--- config.mk ---
export PLATFORM = sky130hd
export DESIGN_NAME = instr_fetch_unit
export DESIGN_NICKNAME = d
export VERILOG_FILES = /design/src/rtl/fetch_pkg.sv /design/src/rtl/fetch_fifo.sv /design/src/rtl/instr_fetch_unit.sv
export SDC_FILE = /design/constraint.sdc
export NUM_CORES = 1
export LEC_CHECK = 0
export CAP_MARGIN = 20
export CORE_ASPECT_RATIO = 1.4
export CORE_MARGIN = 1
export CORE_UTILIZATION = 45
export DETAILED_ROUTE_END_ITERATION = 8
export PLACE_DENSITY_LB_ADDON = 0.15
export SLEW_MARGIN = 20
export SYNTH_ARGS = -nofsm -noshare
export SYNTH_HDL_FRONTEND = slang
export SYNTH_SLANG_ARGS = --single-unit
--- constraint.sdc ---
create_clock -name CLK -period 2.75 [get_ports CLK]
set_input_delay 0.55 -clock CLK [delete_from_list [all_inputs] [get_ports CLK]]
set_output_delay 0.55 -clock CLK [all_outputs]
set_load 0.02 [all_outputs]
--- src/rtl/fetch_pkg.sv ---
// Shared types and constants for the instruction fetch unit.
// Optional feature macro: FETCH_MISALIGN_CHECK_EN (adds a misalign flag per FIFO entry).
package fetch_pkg;

  localparam int          FIFO_DEPTH = 2;
  localparam logic [1:0]  FIFO_FULL  = 2'(FIFO_DEPTH);
  localparam logic [31:0] NOP_INSTR  = 32'h00000013;

  typedef enum logic [1:0] {
    IDLE,
    REQ,
    WAIT,
    DROP
  } fetch_state_e;

  typedef struct packed {
    logic [31:0] instr;
    logic [31:0] pc;
`ifdef FETCH_MISALIGN_CHECK_EN
    logic        misalign;
`endif
  } fifo_entry_t;

  localparam int ENTRY_W = $bits(fifo_entry_t);

endpackage

--- src/rtl/fetch_fifo.sv ---
// Two-entry instruction buffer between the fetch FSM and decode.
// A clear empties it in one cycle and takes priority over push and pop.
module fetch_fifo
  import fetch_pkg::*;
(
  input  logic               clk,
  input  logic               rst_n,
  input  logic               clear,
  input  logic               push,
  input  logic [ENTRY_W-1:0] push_data,
  input  logic               pop,
  output logic [ENTRY_W-1:0] head,
  output logic               not_empty,
  output logic [1:0]         count
);

  logic [ENTRY_W-1:0] entries [FIFO_DEPTH];
  logic               rd_ptr;
  logic               wr_ptr;
  logic [1:0]         count_q;

  // Storage, pointers and occupancy; push and pop in one cycle leave the count alone
  always_ff @(posedge clk or negedge rst_n) begin
    if (!rst_n) begin
      entries[0] <= '0;
      entries[1] <= '0;
      rd_ptr     <= 1'b0;
      wr_ptr     <= 1'b0;
      count_q    <= 2'd0;
    end else if (clear) begin
      rd_ptr  <= 1'b0;
      wr_ptr  <= 1'b0;
      count_q <= 2'd0;
    end else begin
      if (push) begin
        entries[wr_ptr] <= push_data;
        wr_ptr          <= ~wr_ptr;
      end
      if (pop) begin
        rd_ptr <= ~rd_ptr;
      end
      case ({push, pop})
        2'b10:   count_q <= count_q + 2'd1;
        2'b01:   count_q <= count_q - 2'd1;
        default: count_q <= count_q;
      endcase
    end
  end

  assign not_empty = (count_q != 2'd0);
  assign count     = count_q;
  // Head reads as zero when empty so decode never sees stale data
  assign head      = not_empty ? entries[rd_ptr] : '0;

endmodule

--- src/rtl/instr_fetch_unit.sv ---
// Instruction fetch unit: one outstanding memory request, two-entry buffer to decode,
// redirect (Flush) handling that discards in-flight responses.
// Optional feature macro: FETCH_MISALIGN_CHECK_EN (misaligned PCs become a flagged NOP).
module instr_fetch_unit
  import fetch_pkg::*;
(
  input  logic        CLK,
  input  logic        Reset,
  input  logic [31:0] PC,
  output logic        PCEn,
  input  logic        Flush,
  output logic        IMemReq,
  output logic [31:0] IMemAddr,
  input  logic        IMemGnt,
  input  logic        IMemRValid,
  input  logic [31:0] IMemRData,
  output logic [31:0] Instr,
  output logic [31:0] InstrPC,
  output logic        InstrValid,
`ifdef FETCH_MISALIGN_CHECK_EN
  output logic        InstrMisalign,
`endif
  input  logic        DecodeReady
);

  fetch_state_e state_q, state_d;
  logic [31:0]  addr_q;
  logic         load_addr;
  logic         fifo_push;
  logic         fifo_pop;
  logic [1:0]   fifo_count;
  logic         fifo_not_empty;
  fifo_entry_t  push_entry;
  fifo_entry_t  head_entry;

  // State register and the request address captured on entry to REQ
  always_ff @(posedge CLK or negedge Reset) begin
    if (!Reset) begin
      state_q <= IDLE;
      addr_q  <= '0;
    end else begin
      state_q <= state_d;
      if (load_addr) begin
        addr_q <= PC;
      end
    end
  end

  // Next state, memory handshake, PC advance and buffer push decisions
  always_comb begin
    state_d          = state_q;
    PCEn             = 1'b0;
    IMemReq          = 1'b0;
    load_addr        = 1'b0;
    fifo_push        = 1'b0;
    push_entry       = '0;
    push_entry.instr = IMemRData;
    push_entry.pc    = addr_q;
    case (state_q)
      IDLE: begin
        if (!Flush && (fifo_count < FIFO_FULL)) begin
`ifdef FETCH_MISALIGN_CHECK_EN
          if (PC[1:0] != 2'b00) begin
            fifo_push           = 1'b1;
            PCEn                = 1'b1;
            push_entry.instr    = NOP_INSTR;
            push_entry.pc       = PC;
            push_entry.misalign = 1'b1;
          end else begin
            state_d   = REQ;
            load_addr = 1'b1;
          end
`else
          state_d   = REQ;
          load_addr = 1'b1;
`endif
        end
      end
      REQ: begin
        IMemReq = 1'b1;
        if (IMemGnt) begin
          PCEn    = 1'b1;
          state_d = Flush ? DROP : WAIT;
        end else if (Flush) begin
          state_d = IDLE;
        end
      end
      WAIT: begin
        if (IMemRValid) begin
          fifo_push = !Flush;
          state_d   = IDLE;
        end else if (Flush) begin
          state_d = DROP;
        end
      end
      DROP: begin
        if (IMemRValid) begin
          state_d = IDLE;
        end
      end
      default: state_d = IDLE;
    endcase
  end

  assign fifo_pop = fifo_not_empty && DecodeReady && !Flush;

  fetch_fifo u_fifo (
    .clk       (CLK),
    .rst_n     (Reset),
    .clear     (Flush),
    .push      (fifo_push),
    .push_data (push_entry),
    .pop       (fifo_pop),
    .head      (head_entry),
    .not_empty (fifo_not_empty),
    .count     (fifo_count)
  );

  assign IMemAddr   = addr_q;
  assign Instr      = head_entry.instr;
  assign InstrPC    = head_entry.pc;
  assign InstrValid = fifo_not_empty;
`ifdef FETCH_MISALIGN_CHECK_EN
  assign InstrMisalign = head_entry.misalign;
`endif

endmodule

==> impl_metrics.toml, run 1 <==
# generated from flow reports
[placed_design]
io_buffers = 168
dpl-instance-area_sq_mm = 0.00925
hpwl_microns = 10400
pre_cts_ws_ps = 314
globalplace.congestion = 0.748

[logic_synthesis]
ys_warn_count = 0
synth_seq_share_pct = 57.0
yosysChipArea_sq_mm = 0.00729
synth_area_sq_mm = 0.00729
edf_count = 0
fp_nets = 584
ys_cells = 514
syn_avg_cell_area_sq_um = 14.2
yosys.cell_types.count = 28
ys.flops = 166
flop_cell = "dfrtp_1"
synth_cells = 514
ys_async_sr_fraction_pct = 100

[timing]
layout_setup_ws_ps = 68.4
slew_viol_final = 0
final-setup-viol-count = 0
rsz0062_at_grt = "yes"
fin_crit_sh_pct = 97.5
worstMarginPinSlew_ps = 534
finalHoldViolations = 0
finalCriticalPeriod_ps = 2680
clock_skew_ps = 8.12
fmax_mhz = 373
maxSlewHeadroom_pct = 64.4

[pwr]
power_leakage_uw = 0.00431
seqPwrFrac_pct = 43.4
power_frac_clock_pct = 24.5
p_comb_share_pct = 32.0
swShare_pct = 30.6
internal_power_uw = 6660
p_sw_uw = 2930
powerDensity_mw_per_mm2 = 972
peakVddDrop_mv = 0.663

[layout]
fin_nets = 754
diodes = 0
lay_top_cells = "dfrtp_1 (165), clkdlybuf4s50_1 (162), mux2_2 (125), nor2_1 (67), mux2i_1 (65)"
layout.area.comb_sq_mm = 0.00296
area_growth_pct = 35.3
fillers = 1268
drive_gt1_share_pct = 27.3
final_area_sq_mm = 0.00987
flop_area_sq_mm = 0.00416
final_common_cell = "dfrtp_1"

[worst_setup_path]
critPathArrivalTime_ps = 2130
path_depth = 4
r2r-end = "u_fifo.entries[82]"
critPathCapture = "Instr[25]"
critPathKind = "reg2out"
end_kind = "output port"
r2r_start = "state_q[1]"
cpPeakStageDelay_ps = 620
path_cells = "clkbuf_8, mux2i_1, nor2_1, clkdlybuf4s50_1"
cp_slowest_cell = "clkdlybuf4s50_1"
cp_max_fo = 31
path_delay_family = "buffers and inverters"
r2r_setup_slack_ps = 910
crit_buf_inv = 2
startpoint_type = "flip-flop"
r2r_cells = 4
required_ps = 2200
cp-startpoint = "u_fifo.rd_ptr"

[clock_network]
cts.repair.resized = 2
hold_buffers = 0
clock_latency_ps = 420
clk_pin_slew_worst_paths_ps = 60
cts_buffers = 17
cts_tree = "done"
clock-sinks = 166
h-tree-depth = 4
cts.root.buffer_cell = "clkbuf_16"
cts_buffer_depth = 2
postCtsSetupBuffers = 0

[routing]
ant_nets = 0
highest_layer = "met4"
dr_wl_met2_microns = 8030
drtIter0Drc = 144
route.detailed.drc = 0
first_pass_iters = 4
post_drt_via_cell_ratio = 5.17
post_drt_wl_per_cell_microns = 17.6
route.met3.wl_microns = 878
wl_met1_microns = 6540

[floorplan]
die_y_microns = 153
dieArea_sq_mm = 0.0167
num_io_pins = 169
rows = 54
die_x_microns = 110
fp-utilization_pct = 46.3
fp.coreArea_sq_mm = 0.0157

[grt]
grt_max_degree = 60
track_usage_pct = 20.0
antenna_found_initial = 0
grt_pass1_wl_microns = 25700
grt_overflow = 0
grt_pass1_vias = 5186

[run_status]
status = "completed"

[run]
maxCapViolations = 0
warnings = 27

[min_path]
hp-class = "in2async"
[run 1: flip-flops by register name, summed over array words and instances (netlist names)]
signal,cells
IMemAddr,32
state_q,2
u_fifo.count,2
u_fifo.entries,128
u_fifo.rd_ptr,1
u_fifo.wr_ptr,1
[run 1: routing by layer]
metal,track usage (%),up-vias
li1,-,2128
met1,23.9,2350
met2,33.8,121
met3,5.82,15
met4,7.11,0
met5,0,-
[run 1: cell type report]
class	instances	area share, %
clock buffer	20	4.73
timing repair buffer	182	19.3
tap	196	2.49
multi-input combinational	315	30.0
inverter	2	0.0761
sequential	166	42.1
clock inverter	12	1.28
[run 1: cell families after synthesis]
group           synth area share [%]
buf+inv                         2.64
xor+xnor                       0.240
simple gates                    5.25
mux                             34.2
compound gates                 0.738
flops                           57.0
[run 1: metrics by stage]
stage	total power [uW]	instances	hold WS [ps]	util (%)	TNS, ps
finish	9590	893	95.4	62.7	0
floorplan	6000	514	254	-	0
global placement	7130	861	466	58.7	0
detailed placement	7310	861	475	58.7	0
CTS	9700	893	96.8	62.5	0
global route	10100	893	120	62.7	-1.80
[run 1: power groups by stage]
stage               Combinational (uW)  Clock (uW)  Sequential, uW
floorplan                         1730           0            4270
global placement                  3010           0            4120
detailed placement                3100           0            4210
CTS                               3130        2400            4180
global route                      3310        2520            4310
finish                            3070        2350            4170
[run 1: Yosys cell counts, drive strengths merged, types with 2 or more instances]
cell | instances | share of area (%)
mux2i | 65 | 8.9
dfrtp | 166 | 57
nor2b | 4 | 0.34
xor2 | 2 | 0.24
mux2 | 160 | 25
buf | 27 | 2.3
nor2 | 68 | 3.5
inv | 2 | 0.10
o21ai | 2 | 0.14
clkbuf | 4 | 0.21
nand2b | 2 | 0.17
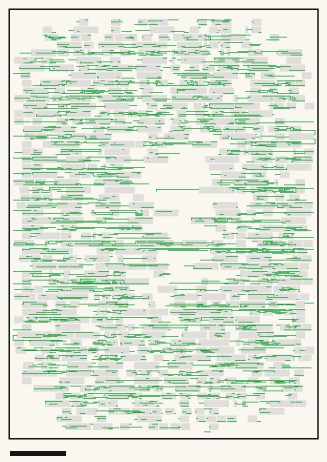
**Above:** run 1 (metal 1).
Scale bar: 20 microns.
longest straight run: 36.8 microns
main direction: horizontal
nets with wire on the layer: 649
wire length on this layer: 6540 microns
met1 usage: 23.9%
detailed-route via count: 4614
aggregate routed wire length: 15700 microns

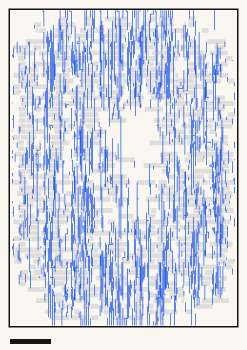
**Above:** run 1 (signal wires on met2).
Scale bar: 20 microns.
longest straight run: 59.5 microns
main direction: vertical
M2 GR Usage: 33.8%

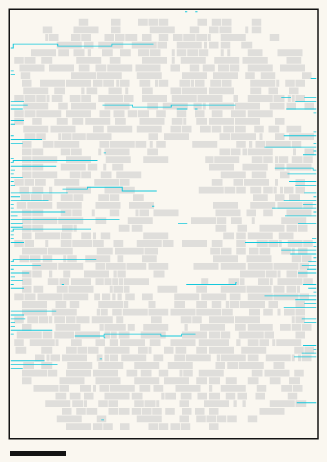
**Above:** run 1 (the metal 3 layer).
Scale bar: 20 microns.
share of all routed wire: 5.6%
wire length on this layer: 879 microns
met3 Use GR: 5.82%

==> run 2, diff against run 1 <==
- CORE_MARGIN: 1 -> default
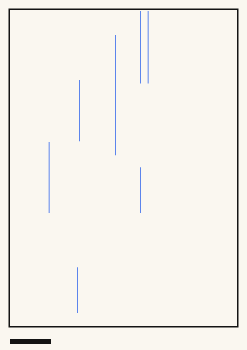
**Above:** run 2 (signal wires on met4).
Scale bar: 20 microns.
wire length on this layer: 234 microns
longest straight run: 57.8 microns

==> run 2 against run 1 <==
Compared with the run above: global-route usage did not move; cell count unchanged; critical path type unchanged; worst setup slack unchanged; design area unchanged; sequential share of layout area did not move; critical path depth unchanged; register-to-register slack is essentially flat; critical endpoint unchanged; routed wire length stayed put.
==> impl_metrics.toml, run 2 <==
# generated from flow reports
[routing]
post_drt_wl_per_cell_microns = 17.6
via_count = 4614
drtIter0Drc = 144
route.detailed.drc = 0
ant_nets = 0

[placed_design]
io_buffers = 168
dpl-instance-area_sq_mm = 0.00925
hpwl_microns = 10400
globalplace.congestion = 0.748
pre_cts_ws_ps = 314

[timing]
final-setup-viol-count = 0
slew_viol_final = 0
clock_skew_ps = 8.12
finalHoldViolations = 0
worstMarginPinSlew_ps = 534
fmax_mhz = 373
finalCriticalPeriod_ps = 2680
finalSetupTns_ps = 0
fin_crit_sh_pct = 97.5

[clock_network]
clock-sinks = 166
cts_buffer_depth = 2
clock_latency_ps = 420
cts.root.buffer_cell = "clkbuf_16"
h-tree-depth = 4
clk_pin_slew_worst_paths_ps = 60
cts_tree = "done"

[worst_setup_path]
r2r_setup_slack_ps = 910
end_kind = "output port"
cp-startpoint = "u_fifo.rd_ptr"
r2r-end = "u_fifo.entries[82]"
r2r_cells = 4
cp_max_fo = 31
startpoint_type = "flip-flop"
critPathKind = "reg2out"
critPathArrivalTime_ps = 2130
critPathCapture = "Instr[25]"

[logic_synthesis]
top_cell = "dfrtp_1"
flop_cell = "dfrtp_1"
syn_avg_cell_area_sq_um = 14.2
yosys.cell_types.count = 28
ys_warn_count = 0
synth_seq_share_pct = 57.0
synth_cells = 514
edf_count = 0
yosysTopAreaCell = "dfrtp_1"
ys.flops = 166
topCellsByArea = "dfrtp_1 (57%), mux2_2 (19%), mux2i_1 (8.9%)"
ys_async_sr_fraction_pct = 100
fp_nets = 584
ys_cells = 514
synth_area_sq_mm = 0.00729

[layout]
largest_reg_flops = 128
regMostFlops = "u_fifo.entries"
drive_gt1_share_pct = 27.3
diodes = 0
fin_nets = 754
final_common_cell = "dfrtp_1"
lay_top_cells = "dfrtp_1 (165), clkdlybuf4s50_1 (162), mux2_2 (125), nor2_1 (67), mux2i_1 (65)"

[grt]
antenna_found_initial = 0
grt_max_degree = 60
grt_pass1_vias = 5186

[run]
warnings = 27
maxCapViolations = 0

[pwr]
power_frac_clock_pct = 24.5
internal_power_uw = 6660
total_power_uw = 9590
peakVddDrop_mv = 0.663
swShare_pct = 30.6
p_sw_uw = 2930
seqPwrFrac_pct = 43.4
power_leakage_uw = 0.00431
powerDensity_mw_per_mm2 = 972

[floorplan]
num_io_pins = 169
fp-utilization_pct = 46.3
fp.coreArea_sq_mm = 0.0157
die_y_microns = 153
rows = 54
die_x_microns = 110

[run_status]
status = "completed"

[min_path]
hp-class = "in2async"
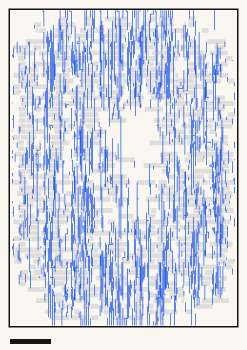
**Above:** run 2 (signal wires on met2).
Scale bar: 20 microns.

## run 2: cell counts after synthesis
No cell type changed its count.
## run 2: logic make-up after synthesis
| group | after synthesis | synth area share, % |
|---|---|---|
| xor gates and xnor gates | 2 | 0.240 |
| muxes | 225 | 34.2 |
| buffers and inverters | 33 | 2.64 |
| and+or+nand+nor | 81 | 5.25 |
| AOI/OAI and AO/OA | 7 | 0.738 |
| DFF | 166 | 57.0 |
## run 2: worst max-delay path, cell delays in order (launching register included)
cell             delay [ps]
dfrtp_4                 480
clkbuf_8                270
mux2i_1                 170
nor2_1                  140
clkdlybuf4s50_1         620
## run 2: power groups by stage
stage	sequential, uW	combinational, uW	clock, uW
2_1_floorplan	4270	1730	0
3_3_place_gp	4120	3010	0
3_5_place_dp	4210	3100	0
4_1_cts	4180	3130	2400
5_1_grt	4310	3310	2520
6_report	4170	3070	2350
## run 2: final cells by class
class / instances / area (sq um)
Clock buffer: 20 / 467
Clock inverter: 12 / 126
Fill cell: 1268 / 5880
Inverter: 2 / 7.51
Multi-Input combinational cell: 315 / 2960
Sequential cell: 166 / 4160
Tap cell: 196 / 245
Timing Repair Buffer: 182 / 1900
## run 2: layer usage
layer	track usage [%]	wire length (microns)	share of wire [%]
met1	23.9	6540	42
met3	5.82	878	5.6
met5	0	0	0
met4	7.11	233	1.5
met2	33.8	8030	51
## run 2: stage by stage
step,instances,hold slack (ps),utilization [%]
after floorplan,514,254,-
after global placement,861,466,58.7
after detailed placement,861,475,58.7
after CTS,893,96.8,62.5
after global routing,893,120,62.7
final,893,95.4,62.7
## run 2: what timing repair did
item                                    CTS  global route
setup buffers                             0             0
endpoints found under the setup margin   62            14
gates resized                             2             8
Power is estimated from default activity; no workload was simulated.
